==> src/rtl/sl_preceptron_pkg.sv <==
`default_nettype none
// =============================================================================
//  Module   : sl_preceptron_pkg
//  Purpose  : Shared types, default sizing and helpers for the perceptron core.
//  Revision : 1.0  initial release
// =============================================================================
package sl_preceptron_pkg;

    localparam int DEF_DATA_WIDTH = 8;
    localparam int DEF_ADDR_WIDTH = 6;
    localparam int DEF_N_INPUTS   = 16;
    localparam int DEF_W_BASE     = 0;
    localparam int DEF_ACC_WIDTH  = 24;
    localparam int DEF_LR_SHIFT   = 0;
    localparam int BIAS_ADDR      = DEF_W_BASE + DEF_N_INPUTS;

    typedef enum logic [2:0] {
        ST_IDLE   = 3'd0,
        ST_FETCH  = 3'd1,
        ST_BIAS   = 3'd2,
        ST_SUM    = 3'd3,
        ST_UPD_RD = 3'd4,
        ST_UPD_WR = 3'd5,
        ST_DONE   = 3'd6
    } state_t;

    // a +/- d clamped to the signed range of a width-bit word
    function automatic logic signed [31:0] sat_add(
        input logic signed [31:0] a,
        input logic signed [31:0] d,
        input logic               sub,
        input int                 width
    );
        logic signed [31:0] s;
        logic signed [31:0] hi;
        logic signed [31:0] lo;
        s  = sub ? (a - d) : (a + d);
        hi = (32'sd1 <<< (width - 1)) - 32'sd1;
        lo = -hi - 32'sd1;
        if (s > hi) return hi;
        if (s < lo) return lo;
        return s;
    endfunction

    function automatic bit acc_width_ok(input int dw, input int n, input int aw);
        return aw >= (2 * dw + $clog2(n + 1));
    endfunction

endpackage
`default_nettype wire

==> src/rtl/sl_preceptron_if.sv <==
`default_nettype none
// =============================================================================
//  Module   : sl_preceptron_if
//  Purpose  : Input-vector stream and single-port weight RAM bus of the core.
//  Revision : 1.0  initial release
// =============================================================================
interface sl_preceptron_if
    import sl_preceptron_pkg::*;
#(
    parameter int DATA_WIDTH = DEF_DATA_WIDTH,
    parameter int ADDR_WIDTH = DEF_ADDR_WIDTH
);
    logic                         x_valid;
    logic signed [DATA_WIDTH-1:0] x_data;
    logic                         x_ready;
    logic                         mem_wen;
    logic                         mem_ren;
    logic        [ADDR_WIDTH-1:0] mem_addr;
    logic signed [DATA_WIDTH-1:0] mem_wdata;
    logic signed [DATA_WIDTH-1:0] mem_rdata;

    modport master (
        input  x_valid, x_data, mem_rdata,
        output x_ready, mem_wen, mem_ren, mem_addr, mem_wdata
    );

    modport slave (
        output x_valid, x_data, mem_rdata,
        input  x_ready, mem_wen, mem_ren, mem_addr, mem_wdata
    );
endinterface
`default_nettype wire

==> src/rtl/sl_preceptron_mac.sv <==
`default_nettype none
// =============================================================================
//  Module   : sl_preceptron_mac
//  Purpose  : Signed multiply, sign-extend and accumulate with clear/enable.
//  Revision : 1.0  initial release
// =============================================================================
module sl_preceptron_mac
    import sl_preceptron_pkg::*;
#(
    parameter int DATA_WIDTH = DEF_DATA_WIDTH,
    parameter int ACC_WIDTH  = DEF_ACC_WIDTH
) (
    input  wire logic                         clk,
    input  wire logic                         rst,
    input  wire logic                         clr,
    input  wire logic                         en,
    input  wire logic signed [DATA_WIDTH-1:0] a,
    input  wire logic signed [DATA_WIDTH-1:0] b,
    output logic signed [ACC_WIDTH-1:0]       acc
);
    logic signed [2*DATA_WIDTH-1:0] w_prod;
    logic signed [ACC_WIDTH-1:0]    w_prod_ext;
    logic signed [ACC_WIDTH-1:0]    r_acc;

    assign w_prod     = a * b;
    assign w_prod_ext = ACC_WIDTH'(w_prod);
    assign acc        = r_acc;

    always_ff @(posedge clk) begin
        if (rst || clr) begin
            r_acc <= '0;
        end else if (en) begin
            r_acc <= r_acc + w_prod_ext;
        end
    end
endmodule
`default_nettype wire

==> src/rtl/sl_preceptron_core.sv <==
`default_nettype none
// =============================================================================
//  Module   : sl_preceptron_core
//  Purpose  : Perceptron evaluate/train engine driving a single-port weight RAM.
//  Revision : 1.0  initial release
// =============================================================================
module sl_preceptron_core
    import sl_preceptron_pkg::*;
#(
    parameter int DATA_WIDTH = DEF_DATA_WIDTH,
    parameter int ADDR_WIDTH = DEF_ADDR_WIDTH,
    parameter int N_INPUTS   = DEF_N_INPUTS,
    parameter int W_BASE     = DEF_W_BASE,
    parameter int ACC_WIDTH  = DEF_ACC_WIDTH,
    parameter int LR_SHIFT   = DEF_LR_SHIFT
) (
    input  wire logic                   clk,
    input  wire logic                   rst,
    input  wire logic                   start,
    input  wire logic                   train,
    input  wire logic                   target,
    sl_preceptron_if.master             bus,
    output logic                        busy,
    output logic                        done,
    output logic                        y_out,
    output logic signed [ACC_WIDTH-1:0] acc_out,
    output logic                        updated
);
    localparam int                    IDX_W      = $clog2(N_INPUTS + 1);
    localparam logic [IDX_W-1:0]      c_last_x   = IDX_W'(N_INPUTS - 1);
    localparam logic [IDX_W-1:0]      c_bias_idx = IDX_W'(N_INPUTS);
    localparam logic [ADDR_WIDTH-1:0] c_w_base   = ADDR_WIDTH'(W_BASE);
    localparam logic [ADDR_WIDTH-1:0] c_b_addr   = ADDR_WIDTH'(W_BASE + N_INPUTS);

    generate
        if (!acc_width_ok(DATA_WIDTH, N_INPUTS, ACC_WIDTH)) begin : g_bad_acc_width
            $error("ACC_WIDTH too small for DATA_WIDTH and N_INPUTS");
        end
        if (W_BASE + N_INPUTS >= (1 << ADDR_WIDTH)) begin : g_bad_addr_range
            $error("weight block does not fit in the RAM address space");
        end
    endgenerate

    state_t                       r_state;
    state_t                       w_next;
    logic [IDX_W-1:0]             r_idx;
    logic                         r_train;
    logic                         r_target;
    logic                         r_pend;
    logic signed [DATA_WIDTH-1:0] r_x_last;
    logic signed [DATA_WIDTH-1:0] r_xbuf [0:N_INPUTS];
    logic                         r_y;
    logic signed [ACC_WIDTH-1:0]  r_acc_out;
    logic                         r_updated;

    logic                         w_accept;
    logic                         w_mac_clr;
    logic signed [ACC_WIDTH-1:0]  w_mac_acc;
    logic signed [ACC_WIDTH-1:0]  w_sum;
    logic                         w_y;
    logic                         w_miss;
    logic signed [DATA_WIDTH-1:0] w_xsel;
    logic signed [DATA_WIDTH-1:0] w_xshift;
    logic signed [DATA_WIDTH-1:0] w_delta;
    logic signed [DATA_WIDTH-1:0] w_wdata;
    logic [ADDR_WIDTH-1:0]        w_idx_addr;

    assign w_accept   = (r_state == ST_FETCH) && bus.x_valid;
    assign w_mac_clr  = (r_state == ST_IDLE) && start;
    // In SUM the RAM returns the bias read issued from BIAS
    assign w_sum      = w_mac_acc + ACC_WIDTH'(bus.mem_rdata);
    assign w_y        = ~w_sum[ACC_WIDTH-1];
    assign w_miss     = r_train && (w_y != r_target);
    assign w_xsel     = r_xbuf[r_idx];
    assign w_xshift   = w_xsel >>> LR_SHIFT;
    assign w_delta    = (r_idx == c_bias_idx) ? DATA_WIDTH'(1) : w_xshift;
    assign w_wdata    = DATA_WIDTH'(sat_add(32'(bus.mem_rdata), 32'(w_delta), ~r_target, DATA_WIDTH));
    assign w_idx_addr = c_w_base + ADDR_WIDTH'(r_idx);

    assign busy    = (r_state != ST_IDLE);
    assign done    = (r_state == ST_DONE);
    assign y_out   = r_y;
    assign acc_out = r_acc_out;
    assign updated = r_updated;

    sl_preceptron_mac #(
        .DATA_WIDTH (DATA_WIDTH),
        .ACC_WIDTH  (ACC_WIDTH)
    ) u_mac (
        .clk (clk),
        .rst (rst),
        .clr (w_mac_clr),
        .en  (r_pend),
        .a   (bus.mem_rdata),
        .b   (r_x_last),
        .acc (w_mac_acc)
    );

    always_ff @(posedge clk) begin
        if (rst) begin
            r_state <= ST_IDLE;
        end else begin
            r_state <= w_next;
        end
    end

    always_comb begin
        w_next        = r_state;
        bus.x_ready   = 1'b0;
        bus.mem_ren   = 1'b0;
        bus.mem_wen   = 1'b0;
        bus.mem_addr  = '0;
        bus.mem_wdata = '0;
        case (r_state)
            ST_IDLE: begin
                if (start) w_next = ST_FETCH;
            end
            ST_FETCH: begin
                bus.x_ready = 1'b1;
                if (bus.x_valid) begin
                    bus.mem_ren  = 1'b1;
                    bus.mem_addr = w_idx_addr;
                    if (r_idx == c_last_x) w_next = ST_BIAS;
                end
            end
            ST_BIAS: begin
                bus.mem_ren  = 1'b1;
                bus.mem_addr = c_b_addr;
                w_next       = ST_SUM;
            end
            ST_SUM: begin
                w_next = w_miss ? ST_UPD_RD : ST_DONE;
            end
            ST_UPD_RD: begin
                bus.mem_ren  = 1'b1;
                bus.mem_addr = w_idx_addr;
                w_next       = ST_UPD_WR;
            end
            ST_UPD_WR: begin
                bus.mem_wen   = 1'b1;
                bus.mem_addr  = w_idx_addr;
                bus.mem_wdata = w_wdata;
                w_next        = (r_idx == c_bias_idx) ? ST_DONE : ST_UPD_RD;
            end
            ST_DONE: begin
                w_next = ST_IDLE;
            end
            default: begin
                w_next = ST_IDLE;
            end
        endcase
    end

    always_ff @(posedge clk) begin
        if (rst) begin
            r_idx     <= '0;
            r_train   <= 1'b0;
            r_target  <= 1'b0;
            r_pend    <= 1'b0;
            r_x_last  <= '0;
            r_y       <= 1'b0;
            r_acc_out <= '0;
            r_updated <= 1'b0;
        end else begin
            // A product is accumulated the cycle after its weight read
            r_pend <= w_accept;
            case (r_state)
                ST_IDLE: begin
                    if (start) begin
                        r_train  <= train;
                        r_target <= target;
                        r_idx    <= '0;
                    end
                end
                ST_FETCH: begin
                    if (bus.x_valid) begin
                        r_x_last <= bus.x_data;
                        r_idx    <= r_idx + IDX_W'(1);
                    end
                end
                ST_SUM: begin
                    r_acc_out <= w_sum;
                    r_y       <= w_y;
                    r_updated <= w_miss;
                    r_idx     <= '0;
                end
                ST_UPD_WR: begin
                    r_idx <= r_idx + IDX_W'(1);
                end
                default: begin
                end
            endcase
        end
    end

    always_ff @(posedge clk) begin
        if (w_accept) begin
            r_xbuf[r_idx] <= bus.x_data;
        end
    end
endmodule
`default_nettype wire

==> src/flat_wrapper.sv <==
// flat-port wrapper written by rule: the top's interface ports become plain ports
module sl_preceptron_core_flat import sl_preceptron_pkg::*;
#(
    parameter int DATA_WIDTH = DEF_DATA_WIDTH,
    parameter int ADDR_WIDTH = DEF_ADDR_WIDTH,
    parameter int N_INPUTS   = DEF_N_INPUTS,
    parameter int W_BASE     = DEF_W_BASE,
    parameter int ACC_WIDTH  = DEF_ACC_WIDTH,
    parameter int LR_SHIFT   = DEF_LR_SHIFT
)
  (clk, rst, start, train, target, busy, done, y_out, acc_out, updated, bus_x_valid, bus_x_data, bus_mem_rdata, bus_x_ready, bus_mem_wen, bus_mem_ren, bus_mem_addr, bus_mem_wdata);
  sl_preceptron_if #(.DATA_WIDTH(DATA_WIDTH), .ADDR_WIDTH(ADDR_WIDTH)) bus_i ();
  input  wire logic clk;
  input  wire logic rst;
  input  wire logic start;
  input  wire logic train;
  input  wire logic target;
  output logic busy;
  output logic done;
  output logic y_out;
  output logic signed [ACC_WIDTH-1:0] acc_out;
  output logic updated;
  input wire logic [$bits(bus_i.x_valid)-1:0] bus_x_valid;
  input wire logic [$bits(bus_i.x_data)-1:0] bus_x_data;
  input wire logic [$bits(bus_i.mem_rdata)-1:0] bus_mem_rdata;
  output wire logic [$bits(bus_i.x_ready)-1:0] bus_x_ready;
  output wire logic [$bits(bus_i.mem_wen)-1:0] bus_mem_wen;
  output wire logic [$bits(bus_i.mem_ren)-1:0] bus_mem_ren;
  output wire logic [$bits(bus_i.mem_addr)-1:0] bus_mem_addr;
  output wire logic [$bits(bus_i.mem_wdata)-1:0] bus_mem_wdata;
  assign bus_i.x_valid = bus_x_valid;
  assign bus_i.x_data = bus_x_data;
  assign bus_i.mem_rdata = bus_mem_rdata;
  assign bus_x_ready = bus_i.x_ready;
  assign bus_mem_wen = bus_i.mem_wen;
  assign bus_mem_ren = bus_i.mem_ren;
  assign bus_mem_addr = bus_i.mem_addr;
  assign bus_mem_wdata = bus_i.mem_wdata;
  sl_preceptron_core #(.DATA_WIDTH(DATA_WIDTH), .ADDR_WIDTH(ADDR_WIDTH), .N_INPUTS(N_INPUTS), .W_BASE(W_BASE), .ACC_WIDTH(ACC_WIDTH), .LR_SHIFT(LR_SHIFT)) u_core (.clk(clk), .rst(rst), .start(start), .train(train), .target(target), .bus(bus_i), .busy(busy), .done(done), .y_out(y_out), .acc_out(acc_out), .updated(updated));
endmodule
==> config.mk <==
export PLATFORM = sky130hd
export DESIGN_NAME = sl_preceptron_core_flat
export DESIGN_NICKNAME = d
export VERILOG_FILES = /design/src/rtl/sl_preceptron_pkg.sv /design/src/rtl/sl_preceptron_if.sv /design/src/rtl/sl_preceptron_mac.sv /design/src/rtl/sl_preceptron_core.sv /design/src/flat_wrapper.sv
export SDC_FILE = /design/constraint.sdc
export NUM_CORES = 1
export LEC_CHECK = 0
export CAP_MARGIN = 20
export CORE_MARGIN = 5
export CORE_UTILIZATION = 57
export CTS_BUF_LIST = sky130_fd_sc_hd__clkbuf_8
export DETAILED_ROUTE_END_ITERATION = 10
export MAX_ROUTING_LAYER = met4
export PLACE_DENSITY = 0.81
export SKIP_LAST_GASP = 1
export SLEW_MARGIN = 20
export SYNTH_ARGS = -nofsm -noshare
export SYNTH_HDL_FRONTEND = slang
export SYNTH_SLANG_ARGS = --single-unit
export TNS_END_PERCENT = 20
==> constraint.sdc <==
create_clock -name clk -period 8.81 [get_ports clk]
set_input_delay 2.643 -clock clk [delete_from_list [all_inputs] [get_ports clk]]
set_output_delay 2.643 -clock clk [all_outputs]
set_load 0.01 [all_outputs]
==> images/logic_types.png <==
Scale: 3 px per um.
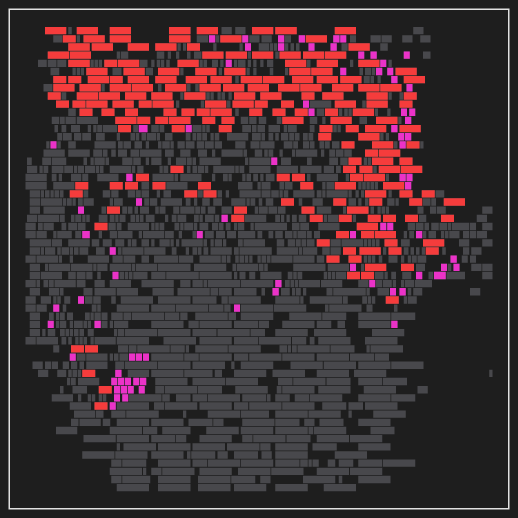
legend:
  adder and majority cells:
    colour: red
    cells: 197
    most_used: fa_1
  AND and OR gates:
    colour: magenta
    cells: 82
    most_used: and2_1

==> images/io_fan.png <==
Scale: 1.5 px per um.
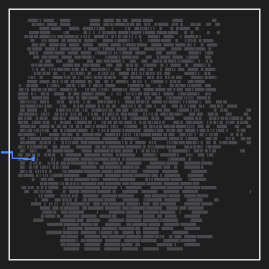
legend:
  busy:
    colour: blue
    direction: output
    end_cells: 1
    buffers: 1
    wire: 26.1 um

==> images/io_placement.png <==
Scale: 3 px per um. Pins as bars across the die edge, other pins in grey.
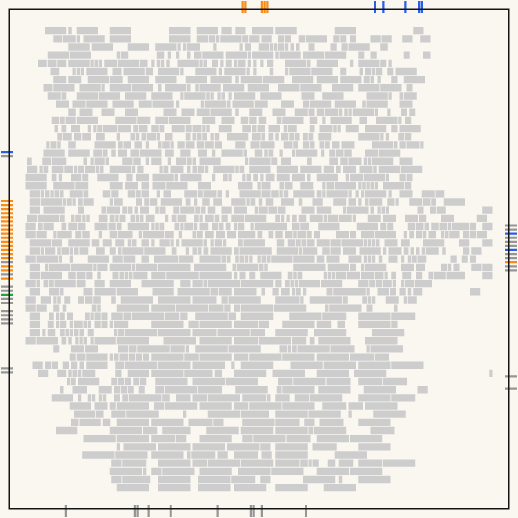
legend:
  bus_mem_rdata:
    colour: blue
    pins: 8
    direction: input
    edge: 5 top, 2 right, 1 left
  busy:
    colour: green
    pins: 1
    direction: output
    edge: left
  acc_out:
    colour: orange
    pins: 24
    direction: output
    edge: 18 left, 5 top, 1 right
all pins by edge: 33 left, 14 right, 10 top, 10 bottom

==> images/sizes.png <==
Scale: 3 px per um.
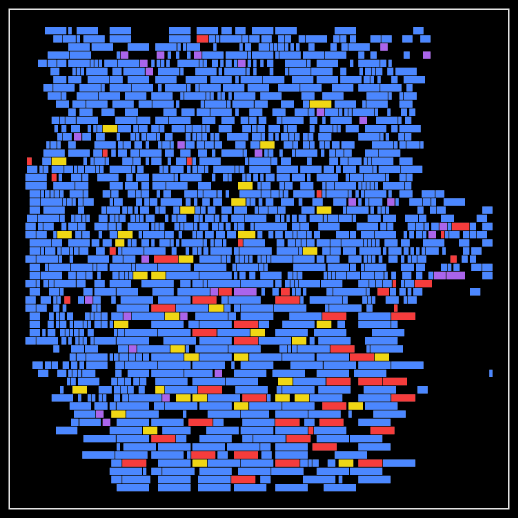
legend:
  _0 and _1 cells:
    colour: blue
    cells: 1196
    share: 91%
    most_used: edfxtp_1
  _3 and _4 cells:
    colour: purple
    cells: 30
    share: 2.3%
    most_used: buf_4
  _6 and larger:
    colour: yellow
    cells: 39
    share: 3.0%
    most_used: clkbuf_8
  _2 cells:
    colour: red
    cells: 50
    share: 3.8%
    most_used: mux4_2

==> images/placement.png <==
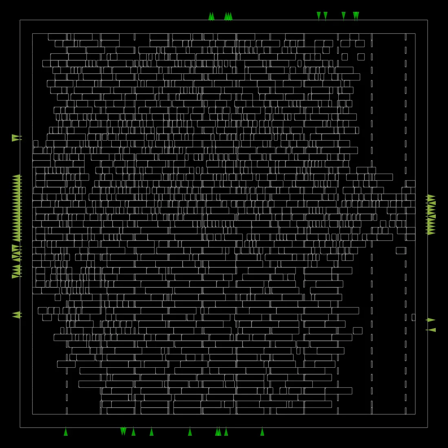
share of cell area taken by flip-flops and latches: 35.7%
area of the core: 24200 sq um

==> CHANGELOG.md <==
### Changed

* Outcome: finished, final reports clean
* Final weighted congestion in routability-driven placement at 0.886
* Fraction of layout cells with a size suffix above 1 at 9.05%
* Post-synthesis register bit count at 210
* Syn Area/Cell at 11.5 sq um
* CTS buffer count at 34
* Average wire per cell in the routed design at 18.7 um
* Yosys synthesis chip area at 13900 sq um
* Number of global-route vias before repair at 9452
* Slew margin rel. at 32.7%
* Top cell type by total area after synthesis: sky130_fd_sc_hd__edfxtp_1
* Worst Hold Path EP: u_core.acc_out[18]
* Startpoint class of the critical path: input port
* Number of detailed-route iterations in the first pass at 5
* Total power divided by cell area at 139 nW/um^2
* Deepest clock path buffer count at 3
* Total global routing overflow at 0
* Synth async-reset ratio at 0%
* Count of tool warnings at 31
* Maximum cell stage delay along the critical path at 580 ps
* Most frequently placed logic cell in the final layout: sky130_fd_sc_hd__edfxtp_1
* Largest vdd supply drop at 0.000120 V
* CP top delay family: buffers and inverters
* Power Internal at between 1.5 and 2 mW
* Final clock-cell share at 3.93%
* CP Cell Sequence: clkdlybuf4s50_1 > ha_1 > inv_1 > fa_1 > nor2b_1 > o21a_1 > o21a_1 > o21a_1 > o41ai_2 > xnor2_1 > or3_4 > a31o_4 > o32ai_2 > clkdlybuf4s50_1
* Non-clk buf share at 5.57%
* Register containing the most flip-flops in the final layout: u_core.r_xbuf
* Clock tree root buffer cell: sky130_fd_sc_hd__clkbuf_8
* Post-layout min period at 8700 ps
* Finished Cell Area at 15600 sq um
* IO buf count at 65
* Static leakage power at 6.44 nW
* Most area-hungry cell class in the final design: combinational gates
* Crit. path cell count at 14
* Well tap count at 324
* Crit path max fanout at 7
* Clock insertion delay at the later pin of the skew report at 520 ps
* Layout Utilization at between 60 and 70%
* CLK BUF at 35
* Post-CTS setup repair buffer count at 0
* # diodes at 1
* Gate power share at 15.8%
* Sw Share at 27.3%
* Cell with the largest stage delay on the worst path: sky130_fd_sc_hd__clkdlybuf4s50_1
cell families after synthesis:
group	Yosys count	synth area share (%)
compound gates	196	9.26
fa+ha+maj	197	23.5
flops	210	40.1
mux	62	7.77
xor+xnor	53	3.35
simple gates	327	11.5
other cells	1	0.0270
buf+inv	156	4.45
timing repair:
item	CTS	global route
gates resized	0	2
setup endpoints to repair	0	2
hold buffers	0	0
metal layers:
layer / up-vias / wire length, um / track usage (%)
li1: 4389 / - / -
met1: 4602 / 13600 / 32.6
met2: 327 / 14700 / 36.5
met3: 35 / 1970 / 3.31
met4: 0 / 395 / 4.38
met5: - / 0 / -
power groups by stage:
| stage | logic (mW) | clock network [mW] | registers (mW) |
|---|---|---|---|
| detailed placement | 0.341 | 0 | 1.09 |
| global route | 0.389 | 0.816 | 1.07 |
| finish | 0.344 | 0.759 | 1.06 |
| CTS | 0.344 | 0.769 | 1.06 |
| floorplan | 0.254 | 0 | 1.08 |
| global placement | 0.330 | 0 | 1.09 |
cells in the mapped netlist (24+ instances only):
library cell	count
sky130_fd_sc_hd__nand2_1	98
sky130_fd_sc_hd__xnor2_1	34
sky130_fd_sc_hd__fa_1	106
sky130_fd_sc_hd__inv_1	111
sky130_fd_sc_hd__nor2_1	80
sky130_fd_sc_hd__dfxtp_1	74
sky130_fd_sc_hd__mux4_2	31
sky130_fd_sc_hd__mux2i_1	24
sky130_fd_sc_hd__edfxtp_1	136
sky130_fd_sc_hd__and2_1	59
sky130_fd_sc_hd__clkbuf_1	31
sky130_fd_sc_hd__a21oi_1	69
sky130_fd_sc_hd__ha_1	91
Power figures rest on the tool's default switching activity, not on a simulated workload.
